==> config.mk <==
export PLATFORM = sky130hd
export DESIGN_NAME = pingpong_mux_feeder
export DESIGN_NICKNAME = d
export VERILOG_FILES = /design/src/rtl/pingpong_mux_feeder.sv
export SDC_FILE = /design/constraint.sdc
export NUM_CORES = 1
export LEC_CHECK = 0
export ABC_AREA = 1
export CORE_MARGIN = 2
export CORE_UTILIZATION = 24
export DETAILED_ROUTE_END_ITERATION = 7
export GPL_TIMING_DRIVEN = 0
export PLACE_DENSITY_LB_ADDON = 0.3
export SLEW_MARGIN = 20
export SYNTH_ARGS = -nofsm -noshare
export SYNTH_HDL_FRONTEND = slang
export SYNTH_SLANG_ARGS = --single-unit
==> constraint.sdc <==
create_clock -name i_clk -period 2.2 [get_ports i_clk]
set_clock_uncertainty 0.2 [all_clocks]
set_input_delay 0.44 -clock i_clk [delete_from_list [all_inputs] [get_ports i_clk]]
set_output_delay 0.44 -clock i_clk [all_outputs]
set_load 0.05 [all_outputs]
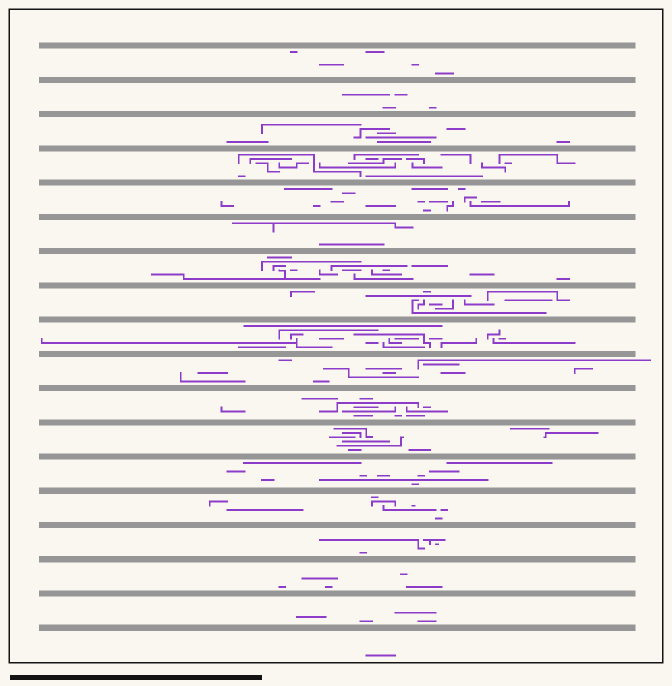
*Met1 routing, run 1*
Bar = 20 um. Supply wires on this layer in gray.
83 nets have wire on it. The longest straight run is 20.2 um. The wires run mostly horizontal.
Global Route met1 Usage: 14.3%
count of vias placed by the detailed router: 478
total wirelength of the detailed-routed design: 1.16 mm

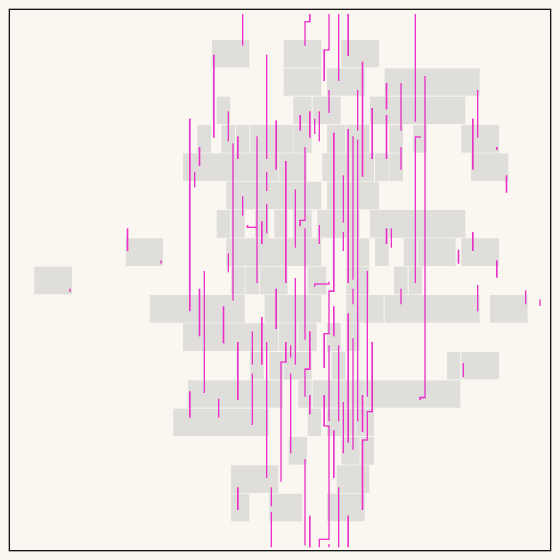
*Met2 routing, run 1*
The longest straight run is 30.8 um. 74 nets have wire on it. The wires run mostly vertical. The layer holds 50% of the routed length. The layer carries 582 um of wire.
met2 Use GR: 16.7%

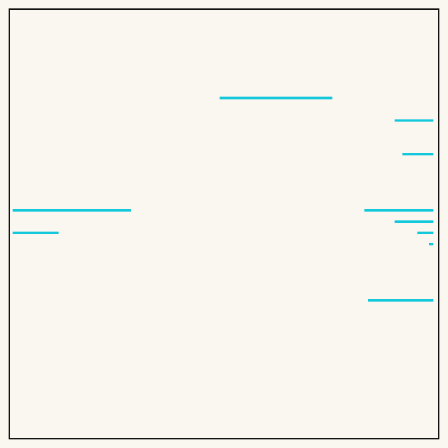
*M3 wires, run 1*
The layer carries 62.3 um of wire. The longest straight run is 14.0 um. 10 nets have wire on it. The wires run mostly horizontal. The layer holds 5.4% of the routed length.
GR Layer Usage met3: 3.45%

==> flow_summary.toml, run 1 <==
# physical design summary
[outcome]
run_status = "complete, no violations"

[setup_path]
criticalPathCategory = "flop to primary output"
critPathCaptureType = "primary output"
crit_family = "buffers and inverters"
crit_buf_inv = 1
rrSetupSlack_ns = 0.96
timing.critical_path.slowest_stage_cell = "sky130_fd_sc_hd__clkdlybuf4s50_1"
worstRegToRegCells = 4
worst-path-stages = 1
required_ns = 1.56

[drt]
drt_pass1_iterations = 4
route.detailed.drc = 0
postRouteAntennaNets = 0

[synthesis]
synth_compound_gate_area_share_pct = 4.11
ys_cells = 62
post_synth_main_logic_family = "simple AND/OR/NAND/NOR gates"
yosys-mux-area-fraction_pct = 0
yosys.stat.chipArea_um2 = 548
ys.warnings.count = 0

[global_route]
wire_length_of_the_first_global_routing_pass_mm = 2.16
grt_usage_pct = 10.9
first_global_vias = 483
grt_start_max_net_pins = 13

[placement]
finalWeightedCongestion = 0.765
placedCellCount = 110
place_hpwl_um = 933
detailed_place.area_um2 = 783

[floorplan]
die_height_um = 51.8

[layout]
fill_cells = 224
final_cell_count_no_fill = 114
lay_top_count = "sky130_fd_sc_hd__nand2_1"

[clock_network]
cts_buffer_depth = 2
clock_latency_at_the_later_pin_of_the_worst_skew_pair_ns = 0.26

[sta]
fin_crit_sh_pct = 96.4
period_minus_slack_ns = 2.12
final_slew_violations = 0
tightestPinTransition_ns = 0.497

[flow_run]
warnings = 26
==> run 1: per-layer routing <==
metal	vias to the layer above	wire length [um]	track usage (%)
met4	0	0	3.95
met3	0	62	3.45
met5	-	0	0
met1	220	512	14.3
met2	11	581	16.7
li1	247	-	-
==> run 1: through the flow <==
step           hold slack [ns]  setup WS, ns
2_1_floorplan            0.105         0.316
3_3_place_gp             0.255       -0.0693
3_5_place_dp             0.259       -0.0710
4_1_cts                  0.277        0.0102
5_1_grt                  0.290        0.0162
6_report                 0.271        0.0803
==> run 1: synthesized netlist by cell type <==
cell type / n / share of area (%)
sky130_fd_sc_hd__dfrtp_1: 12 / 55
sky130_fd_sc_hd__nor2_1: 3 / 2.1
sky130_fd_sc_hd__nand4_1: 4 / 4.6
sky130_fd_sc_hd__nand2_1: 22 / 15
sky130_fd_sc_hd__nor2_4: 1 / 2.1
sky130_fd_sc_hd__nand2_4: 1 / 2.1
sky130_fd_sc_hd__a21oi_1: 2 / 1.8
sky130_fd_sc_hd__buf_6: 1 / 2.1
sky130_fd_sc_hd__nand3_1: 6 / 5.5
sky130_fd_sc_hd__inv_1: 6 / 4.1
sky130_fd_sc_hd__ha_1: 1 / 2.3
sky130_fd_sc_hd__o21ai_0: 1 / 0.91
sky130_fd_sc_hd__buf_4: 1 / 1.4
sky130_fd_sc_hd__o21bai_1: 1 / 1.4
==> run 1: kinds of logic (layout without fill, tap and decap cells) <==
logic type / after synthesis / after routing
flip-flops: 12 / 12
AND-OR/OR-AND: 4 / 4
buffers and inverters: 8 / 32
adder cells (fa/ha/maj): 1 / 1
AND/OR/NAND/NOR: 37 / 37
==> run 1: area by class of cell <==
| cell class | count | area (um^2) | area share [%] |
|---|---|---|---|
| Inverter | 6 | 22.5 | 2.79 |
| Clock buffer | 4 | 36.3 | 4.50 |
| Multi-Input combinational cell | 42 | 206 | 25.6 |
| Timing Repair Buffer | 20 | 188 | 23.3 |
| Tap cell | 28 | 35.0 | 4.34 |
| Sequential cell | 12 | 300 | 37.2 |
| Buffer | 2 | 18.8 | 2.33 |
==> run 2, diff against run 1 <==
--- a/config.mk
+++ b/config.mk
@@ -6,10 +6,10 @@
 export NUM_CORES = 1
 export LEC_CHECK = 0
 export ABC_AREA = 1
+export CORE_ASPECT_RATIO = 0.7
 export CORE_MARGIN = 2
 export CORE_UTILIZATION = 24
 export DETAILED_ROUTE_END_ITERATION = 7
-export GPL_TIMING_DRIVEN = 0
 export PLACE_DENSITY_LB_ADDON = 0.3
 export SLEW_MARGIN = 20
 export SYNTH_ARGS = -nofsm -noshare
==> run 2 against run 1 <==
Net effect: cell area rose by 2.6%; largest cell class unchanged; utilization rose by 1.6 points; sequential share of layout area shrank 0.96 points; highest routed layer unchanged.
==> flow_summary.toml, run 2 <==
# physical design summary
[global_route]
grt_usage_pct = 10.1
grt_start_max_net_pins = 13
wire_length_of_the_first_global_routing_pass_mm = 1.98

[sta]
period_minus_slack_ns = 2.12
tightestPinTransition_ns = 0.498
fin_crit_sh_pct = 96.5

[clock_network]
cts_buffer_depth = 2
clock_latency_at_the_later_pin_of_the_worst_skew_pair_ns = 0.27

[floorplan]
die_height_um = 44.0

[layout]
fill_cells = 220

[setup_path]
worst-path-stages = 1
timing.critical_path.slowest_stage_cell = "sky130_fd_sc_hd__clkdlybuf4s50_1"
crit_buf_inv = 1
crit_family = "buffers and inverters"
criticalPathCategory = "flop to primary output"
required_ns = 1.56
rrSetupSlack_ns = 0.92

[flow_run]
warnings = 26

[synthesis]
synth_async_sr_flop_share_pct = 100
synth-edff-count = 0
synth_top_cell_by_area = "sky130_fd_sc_hd__dfrtp_1"
netlist_top_cells_count = "sky130_fd_sc_hd__nand2_1 (22), sky130_fd_sc_hd__dfrtp_1 (12), sky130_fd_sc_hd__inv_1 (6), sky130_fd_sc_hd__nand3_1 (6), sky130_fd_sc_hd__nand4_1 (4)"
synth_top_cell_by_count = "sky130_fd_sc_hd__nand2_1"
ys.warnings.count = 0

[drt]
drt_pass1_iterations = 4
route.detailed.drc = 0

[outcome]
run_status = "complete, no violations"

[placement]
place_hpwl_um = 906
[run 2: cell count changes in the layout (fill, tap and decap cells not counted)]
cell                            delta
sky130_fd_sc_hd__buf_6             -1
sky130_fd_sc_hd__buf_4             +2
sky130_fd_sc_hd__dlygate4sd2_1     -2
sky130_fd_sc_hd__clkbuf_2          -1
sky130_fd_sc_hd__buf_12            +2
sky130_fd_sc_hd__buf_2             -1
[run 2: metrics by stage]
stage	util (%)	hold WS [ns]	instances	worst slack, ns
final	38.4	0.274	117	0.0772
after CTS	38.4	0.279	117	0.0607
after global placement	36.8	0.256	113	0.402
after global routing	38.4	0.303	117	0.0268
after floorplan	-	0.105	62	0.316
after detailed placement	36.8	0.261	113	0.372
[run 2: per-layer routing]
layer  wire length [um]  GRT usage (%)  share of wire [%]
met5                  0              0                  0
met4                  0           2.61                  0
met3                 64           4.48                5.5
met2                494           13.0                 42
met1                606           15.1                 52
[run 2: layout make-up]
class / count / area (um^2) / share of cell area [%]
well taps: 32 / 40.0 / 4.83
flip-flops and latches: 12 / 300 / 36.3
multi-input cells: 42 / 206 / 24.9
clock buffers: 4 / 36.3 / 4.38
repair buffers: 21 / 223 / 26.9
inverters: 6 / 22.5 / 2.72
[run 2: logic make-up (layout without fill, tap and decap cells)]
family | Yosys count | count (layout) | share of synthesized area, %
flip-flops | 12 | 12 | 54.8
AND/OR/NAND/NOR | 37 | 37 | 31.3
adder cells (fa/ha/maj) | 1 | 1 | 2.28
AND-OR/OR-AND | 4 | 4 | 4.11
buffers and inverters | 8 | 31 | 7.53
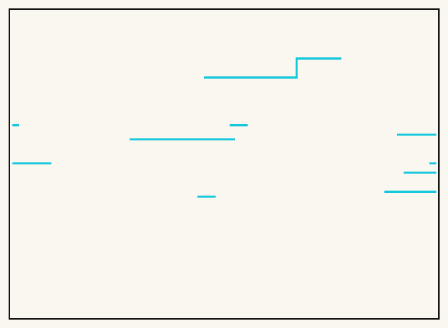
*M3 wires, run 2*
10 nets have wire on it. The layer holds 5.6% of the routed length.
total wirelength of the detailed-routed design: 1.17 mm
count of vias placed by the detailed router: 479
GR Layer Usage met3: 4.48%

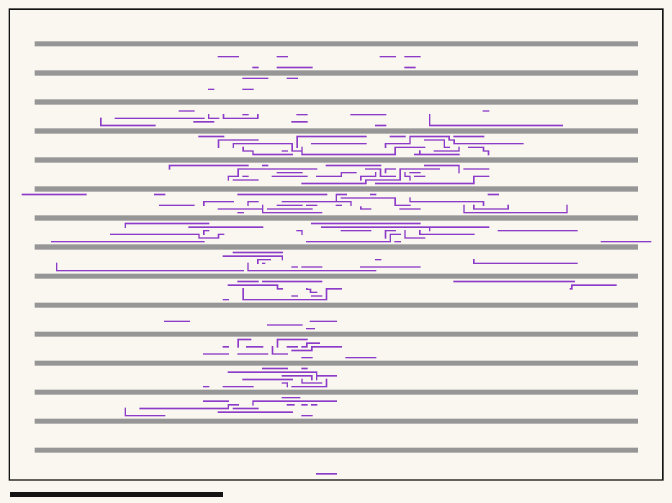
*Met1 routing, run 2*
Bar = 20 um. Supply wires on this layer in gray.
82 nets have wire on it. The longest straight run is 17.5 um. The layer holds 52% of the routed length.
Global Route met1 Usage: 15.1%

